### Signal wires on met1, run 1

Supply wires on this layer in gray.
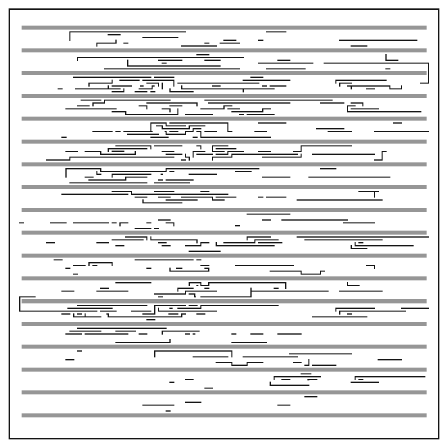
### M2 wires, run 1

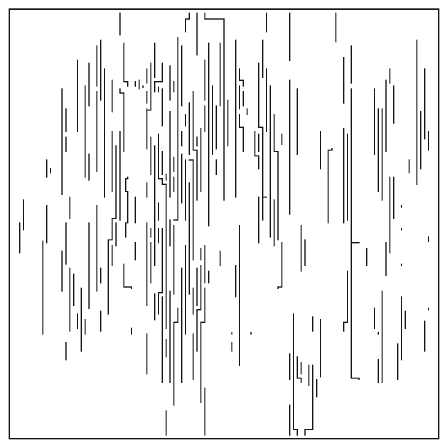
### Signal wires on met3, run 1

Scale bar: 20 um. Cells faint in the background.
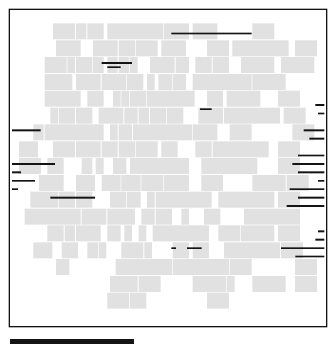
### The clock network, run 1

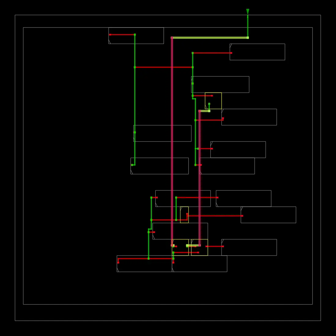
$ cat src/rtl/stream_drain_reader.sv
// Read-side drain of a DEPTH-entry buffer: walks addresses len-1 down to 0, issues one
// synchronous read per entry and presents each word on a valid/ready stream, then pulses done.
module stream_drain_reader #(
  parameter int unsigned DEPTH = 5,
  parameter int unsigned AW    = 3,
  parameter int unsigned DW    = 8
) (
  input  logic          clk,
  input  logic          rst,
  input  logic          clr,
  input  logic          start,
  input  logic [AW:0]   len,
  output logic          rd_en,
  output logic [AW-1:0] rd_addr,
  input  logic [DW-1:0] rd_data,
  output logic          out_valid,
  output logic [DW-1:0] out_data,
  input  logic          out_ready,
  output logic          busy,
  output logic          done
);

  typedef enum logic [2:0] {StIdle, StIssue, StCapture, StPresent, StDone} state_e;

  localparam logic [AW:0]   DepthLen = (AW+1)'(DEPTH);
  localparam logic [AW:0]   LenOne   = (AW+1)'(1);
  localparam logic [AW-1:0] LastAddr = AW'(DEPTH - 1);
  localparam logic [AW-1:0] AddrOne  = AW'(1);

  state_e          state_q, state_d;
  logic [AW-1:0]   addr_q, addr_d;
  logic [DW-1:0]   out_data_q, out_data_d;
  logic            out_valid_q, out_valid_d;

  always_comb begin
    state_d     = state_q;
    addr_d      = addr_q;
    out_data_d  = out_data_q;
    out_valid_d = out_valid_q;
    if (clr) begin
      // Abort: drop the stream but keep the last word on out_data.
      state_d     = StIdle;
      out_valid_d = 1'b0;
    end else begin
      unique case (state_q)
        StIdle: begin
          if (start) begin
            if (len == '0) begin
              state_d = StDone;
            end else begin
              state_d = StIssue;
              addr_d  = (len > DepthLen) ? LastAddr : AW'(len - LenOne);
            end
          end
        end
        StIssue: state_d = StCapture;
        StCapture: begin
          out_data_d  = rd_data;
          out_valid_d = 1'b1;
          state_d     = StPresent;
        end
        StPresent: begin
          if (out_valid_q && out_ready) begin
            out_valid_d = 1'b0;
            // Address 0 is the terminal count; the counter never wraps.
            if (addr_q == '0) begin
              state_d = StDone;
            end else begin
              addr_d  = addr_q - AddrOne;
              state_d = StIssue;
            end
          end
        end
        StDone:  state_d = StIdle;
        default: state_d = StIdle;
      endcase
    end
  end

  always_ff @(posedge clk or posedge rst) begin
    if (rst) begin
      state_q     <= StIdle;
      addr_q      <= '0;
      out_data_q  <= '0;
      out_valid_q <= 1'b0;
    end else begin
      state_q     <= state_d;
      addr_q      <= addr_d;
      out_data_q  <= out_data_d;
      out_valid_q <= out_valid_d;
    end
  end

  assign rd_en     = (state_q == StIssue);
  assign rd_addr   = addr_q;
  assign busy      = (state_q != StIdle);
  assign done      = (state_q == StDone);
  assign out_valid = out_valid_q;
  assign out_data  = out_data_q;

endmodule

$ cat config.mk
export PLATFORM = sky130hd
export DESIGN_NAME = stream_drain_reader
export DESIGN_NICKNAME = d
export VERILOG_FILES = /design/src/rtl/stream_drain_reader.sv
export SDC_FILE = /design/constraint.sdc
export NUM_CORES = 1
export LEC_CHECK = 0
export CAP_MARGIN = 25
export CORE_UTILIZATION = 35
export DETAILED_ROUTE_END_ITERATION = 8
export PLACE_DENSITY = 0.62
export SETUP_SLACK_MARGIN = 0.15
export SLEW_MARGIN = 20
export SYNTH_ARGS = -nofsm -noshare
export SYNTH_HDL_FRONTEND = slang
export SYNTH_SLANG_ARGS = --single-unit
$ cat constraint.sdc
create_clock -name clk -period 1.7 [get_ports clk]
set_input_delay 0.34 -clock clk [delete_from_list [all_inputs] [get_ports clk]]
set_output_delay 0.34 -clock clk [all_outputs]
set_load 0.005 [all_outputs]
==> qor.txt, run 1 <==
Core ar.: 2230 um2
Die H: 51.1 um
Async SR Flop Fraction: 100%
Total number of cells along the worst setup path: 6
Critical Path RT: 1.90 ns
Yosys cell types: 32
# IOs: 32
PnR worst setup slack: 0.00597 ns
XOR/XNOR Area Share: 1.04%
Design area: 1560 um2
Layout cells sized above 1: 42.7%
Most common logic cells in the final layout: 26 x clkdlybuf4s50_1, 19 x buf_4, 12 x dfrtp_1, 12 x buf_6, 8 x mux2_4
Cell-internal power: 1.05 mW
YS chip area: 842 um2
First-pass GRT wire length: 3730 um
CP dominant cell by count: buf_6
Comb area: 504 um2
Total Power: 1.46 mW
Top Family by Delay on Critical Path: simple AND/OR/NAND/NOR gates
Die width: 51.1 um
GRT busiest layer: met2
Worst r2r src: state_q[0]
Clk pwr share: 13.9%
Tool warnings: 30
Placed cell count: 148
Input/output buffers: 31
HPWL after DPL: 1470 um
DRC Markers: 0
Drt pass-1 iters: 4
Combinational Power Share: 49.9%
Power Density: 938 nW/um2
FMAX: 590 MHz
Post-synth EDFFs: 0
RR Endpoint: rd_addr[0]
Nonclk buf count: 62
Register-to-Register Setup Slack: 0.006 ns
Yosys top cell by area: dfrtp_1
Status: finished clean
Syn_nets: 100
Net Switching: 0.419 mW
Htree depth: 1
Final Hold Vio Count: 0
MI comb cells: 54
Leading cell kind: buffers
Slew headroom: 62.6%
Hold Worst Slack: 0.406 ns
Clock buffer depth: 2
VDD IR max: 635 uV
Slew @ Worst Pin: 0.560 ns
Total gr overflow: 0
# hold bufs at CTS: 0
Final non-clock buffer share: 36.9%
Highest routed layer: met4
Cts repair resizes: 30
GPL Wtd Cong: 0.814
CP arrival: 1.90 ns
Ys cells: 79
DR WL met3: 95 um
Top_reg_cell synth: dfrtp_1
Sw Ratio: 28.6%
Setup TNS: 0 ns
Tap cell count: 28
CP endpoint kind: flop
Max-Cap Viols: 0
Non-CTS inverters: 8
Flop area: 379 um2
Final max-slew violation count: 0
FP Util: 37.7%
Antenna-violating nets left: 0
Seq power: 0.530 mW
Met1 WL: 1050 um
CP Launch Point: state_q[0]
Notes on 'Signal wires on met1' above:
share of all routed wire: 44%
main direction: horizontal
routed wire length: 2350 um
M1 GR Usage: 24.4%
Vias: 847

Notes on 'M2 wires' above:
main direction: vertical
nets with wire on the layer: 147
GR Layer Usage met2: 32.0%

Notes on 'Signal wires on met3' above:
wire length on this layer: 95.0 um
share of all routed wire: 4.0%
main direction: horizontal
nets with wire on the layer: 25
GR Util met3: 1.79%

Notes on 'The clock network' above:
Flop Count: 15
Worst Clk Skew: 0.00454 ns
CTS Sinks: 15
# clk buffers: 4
Clock Latency Late Sink: 0.28 ns

--- run 2 (diff from run 1) ---
--- a/config.mk
+++ b/config.mk
@@ -8,6 +8,7 @@
 export CAP_MARGIN = 25
 export CORE_UTILIZATION = 35
 export DETAILED_ROUTE_END_ITERATION = 8
+export HOLD_SLACK_MARGIN = 0.12
 export PLACE_DENSITY = 0.62
 export SETUP_SLACK_MARGIN = 0.15
 export SLEW_MARGIN = 20
### M2 wires, run 2

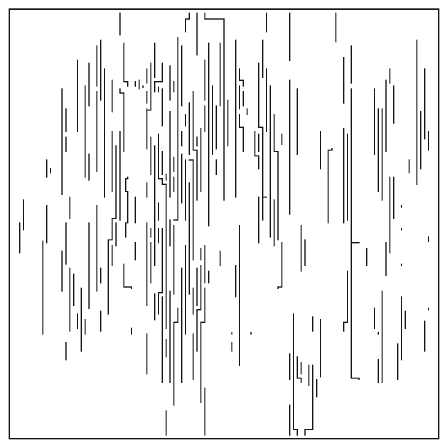

### Signal wires on met3, run 2

Scale bar: 20 um. Cells faint in the background.
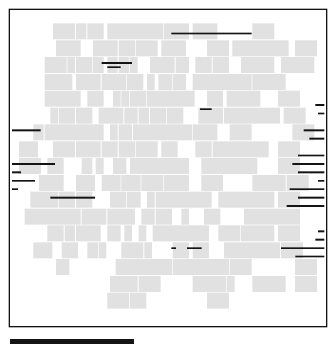
main direction: horizontal
nets with wire on the layer: 25
longest straight run: 12.6 um

==> run 2 against run 1 <==
  * Non-clock buffer count unchanged
  * Critical path depth unchanged
  * Flip-flop count unchanged
  * Highest routed layer unchanged
  * Largest power group unchanged
==> qor.txt, run 2 <==
Slowest stage delay, CP: 0.46 ns
FMAX: 590 MHz
Tool warnings: 30
Global Route Usage Sum: 19.1%
Die H: 51.1 um
GR Layer Usage met2: 32.0%
Worst Hold Class: in2async
First-pass GRT wire length: 3730 um
Cell-internal power: 1.05 mW
Power Density: 938 nW/um2
Worst Clk Skew: 0.00454 ns
Drt via density: 4.95
Pleak: 0.702 nW
Die ar.: 2610 um2
# diodes: 0
CTS Sinks: 15
Vias: 847
Initial DRC count: 25
CP endpoint kind: flop
XOR/XNOR Area Share: 1.04%
WS Path Type: reg2reg
Synth flops: 15
Met2 wire length: 1150 um
Input/output buffers: 31
Nonclk buf count: 62
Final max-slew violation count: 0
CTS tree: yes
Slowest CP cell: or4_4
DRC Markers: 0
GPL Wtd Cong: 0.814
Tmin final: 1.69 ns
Critical-path cell list: buf_6, buf_6, and3b_2, buf_6, or4_4, a31oi_1
Max-Cap Viols: 0
Endpoints failing setup: 0
Status: finished clean
Htree depth: 1
Adders+Majority by Area: 5.94%
Highest routed layer: met4
Total number of cells along the worst setup path: 6
Yosys top cell by area: dfrtp_1
Crit-path max FO: 3
CP arrival: 1.90 ns
Top-count cell post-synth: dfrtp_1
RSZ-0062 raised after global routing: true
Critical Path RT: 1.90 ns
Antenna-violating nets left: 0
Tcrit/Tclk final: 99.6%
CP bufs+invs: 3
Nets: 165
FILL cells: 166
Clock buffer depth: 2
# IOs: 32
Top cells by area: dfrtp_1 45%, mux2_2 11%, ha_1 5.9%
Syn_nets: 100
Crit path to: rd_addr[0]
Sw Ratio: 28.6%
Mux cell area share: 11.9%
GRT busiest layer: met2
Clk pwr share: 13.9%
Leading cell kind: buffers
Worst r2r src: state_q[0]
Mapped cell area: 842 um2
PnR worst setup slack: 0.00597 ns
Post-place setup slack: -0.405 ns
Cell row count: 17
CP dominant cell by count: buf_6
# hold bufs at CTS: 0
Fraction of area in registers: 24.3%
Top cell area share: 44.6%
GR Util met3: 1.79%
Flop area: 379 um2
P&R area growth vs syn: 85.4%
Met1 WL: 1050 um
Initial antenna violation count: 0
M1 GR Usage: 24.4%
Total Power: 1.46 mW
Async SR Flop Fraction: 100%
YS warnings: 0
VDD IR max: 635 uV
Total gr overflow: 0
P_comb: 0.731 mW
Comb area: 504 um2
Cells after Synth: 79
Final Hold Vio Count: 0
Reg power frac: 36.2%
Flop Count: 15
Synth top cells by count: 15 x dfrtp_1, 8 x inv_1, 8 x mux2_2, 5 x nor2_1
Post-synth EDFFs: 0
Non-CTS inverters: 8
FP Util: 37.7%
Largest register FFs: 8
Largest net degree at the start of global routing: 16
Root buffer cell: clkbuf_4
Top_reg_cell synth: dfrtp_1
Tap cell count: 28
Clock Latency Late Sink: 0.28 ns
Design area: 1560 um2
Top Family by Delay on Critical Path: simple AND/OR/NAND/NOR gates
DR WL met3: 95 um
Core ar.: 2230 um2
Final non-clock buffer share: 36.9%
Setup TNS: 0 ns
YS chip area: 842 um2
# clk buffers: 4
Combinational Power Share: 49.9%
And+or+nand+nor area frac: 21.1%
CP Launch Point: state_q[0]
Total CTS buffers: 3
R2R depth: 6
Clock network area share: 1.68%
Slew headroom: 62.6%
Power Clock: 0.204 mW
Register-to-Register Setup Slack: 0.006 ns
Non-Filler Instances: 171
Routed wire length: 2350 um
Dpl cell area: 1290 um2
Seq power: 0.530 mW
Placed cell count: 148
Ys cells: 79
Slew @ Worst Pin: 0.560 ns
Most common logic cells in the final layout: 26 x clkdlybuf4s50_1, 19 x buf_4, 12 x dfrtp_1, 12 x buf_6, 8 x mux2_4
Drt pass-1 iters: 4
Post-CTS Setup Bufs: 7
Layout cells sized above 1: 42.7%
HPWL after DPL: 1470 um
Yosys cell types: 32
Net Switching: 0.419 mW
RR Endpoint: rd_addr[0]
MI comb cells: 54
Cts repair resizes: 30
Most common logic cell in the routed design: clkdlybuf4s50_1
Die width: 51.1 um
Hold Worst Slack: 0.406 ns
### Signal wires on met1, run 2

Supply wires on this layer in gray.
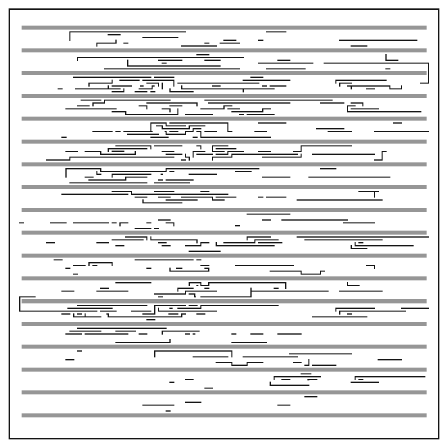
longest straight run: 19.8 um
share of all routed wire: 44%
nets with wire on the layer: 143

--- run 3 (diff from run 2) ---
--- a/config.mk
+++ b/config.mk
@@ -9,6 +9,7 @@
 export CORE_UTILIZATION = 35
 export DETAILED_ROUTE_END_ITERATION = 8
 export HOLD_SLACK_MARGIN = 0.12
+export MAX_ROUTING_LAYER = met4
 export PLACE_DENSITY = 0.62
 export SETUP_SLACK_MARGIN = 0.15
 export SLEW_MARGIN = 20
### The clock network, run 3

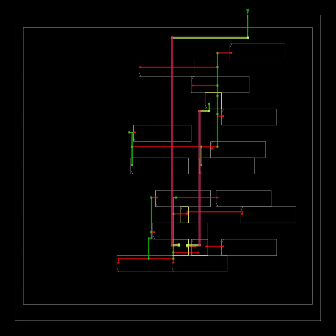
Worst Clk Skew: 0.00119 ns
Power Clock: 0.200 mW
total CTS buffers: 3

### M2 wires, run 3

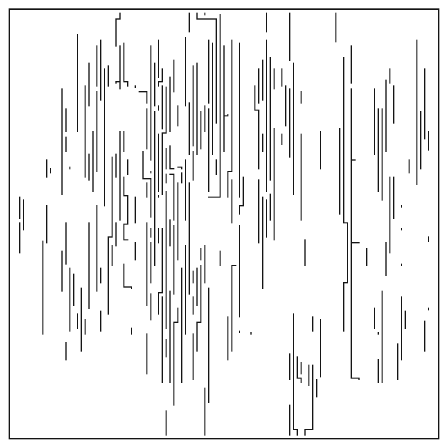
nets with wire on the layer: 146
share of all routed wire: 50%
Vias: 856
routed wire length: 2430 um

==> run 3 against run 2 <==
  * Via count rose by 1.1%
  * Utilization rose by 0.34 points
  * Final area rose by 0.48%
  * Largest cell class unchanged
==> qor.txt, run 3 <==
Status: finished clean
P&R area growth vs syn: 86.3%
Non-CTS inverters: 8
Top Family by Delay on Critical Path: simple AND/OR/NAND/NOR gates
Clock Latency Late Sink: 0.28 ns
Die H: 51.1 um
Synth top cells by count: 15 x dfrtp_1, 8 x inv_1, 8 x mux2_2, 5 x nor2_1
Most common logic cells in the final layout: 26 x clkdlybuf4s50_1, 20 x buf_4, 12 x dfrtp_1, 12 x buf_6, 8 x mux2_4
Design area: 1570 um2
Input/output buffers: 31
GR Layer Usage met2: 32.0%
Leading cell kind: buffers
GPL Wtd Cong: 0.826
Cells after Synth: 79
Adders+Majority by Area: 5.94%
Setup TNS: 0 ns
Htree depth: 1
CP endpoint kind: flop
Slowest CP cell: or4_4
YS chip area: 842 um2
First-pass GRT wire length: 3730 um
Nonclk buf count: 63
Fraction of area in registers: 24.2%
WS Path Type: reg2reg
Cell row count: 17
Top cells by area: dfrtp_1 45%, mux2_2 11%, ha_1 5.9%
Met1 WL: 1050 um
Met2 wire length: 1210 um
Initial DRC count: 14
Core ar.: 2230 um2
FMAX: 592 MHz
Critical Path RT: 1.90 ns
Root buffer cell: clkbuf_4
CP dominant cell by count: buf_6
Pleak: 0.707 nW
Top cell area share: 44.6%
Total number of cells along the worst setup path: 6
CP Launch Point: state_q[0]
Tmin final: 1.69 ns
Power Density: 934 nW/um2
Seq power: 0.530 mW
Ys cells: 79
Nets: 166
Largest register FFs: 8
Total gr overflow: 0
Async SR Flop Fraction: 100%
MI comb cells: 54
Clock network area share: 1.67%
Comb area: 504 um2
CTS tree: yes
Reg power frac: 36.2%
Slew headroom: 63.6%
Tcrit/Tclk final: 99.4%
And+or+nand+nor area frac: 21.1%
Yosys top cell by area: dfrtp_1
# hold bufs at CTS: 0
Flop Count: 15
GR Util met3: 1.49%
Critical-path cell list: buf_6, buf_6, and3b_2, buf_6, or4_4, a31oi_1
Sw Ratio: 28.5%
Clk pwr share: 13.7%
RR Endpoint: rd_addr[0]
Slowest stage delay, CP: 0.46 ns
Post-synth EDFFs: 0
Cell-internal power: 1.05 mW
Die width: 51.1 um
# IOs: 32
### Signal wires on met1, run 3

Supply wires on this layer in gray.
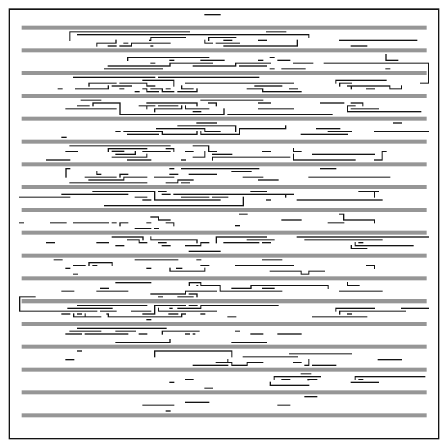
nets with wire on the layer: 145
wire length on this layer: 1,050 um
main direction: horizontal
share of all routed wire: 43%
longest straight run: 27.6 um
M1 GR Usage: 24.6%

Power is estimated from default activity; no workload was simulated.
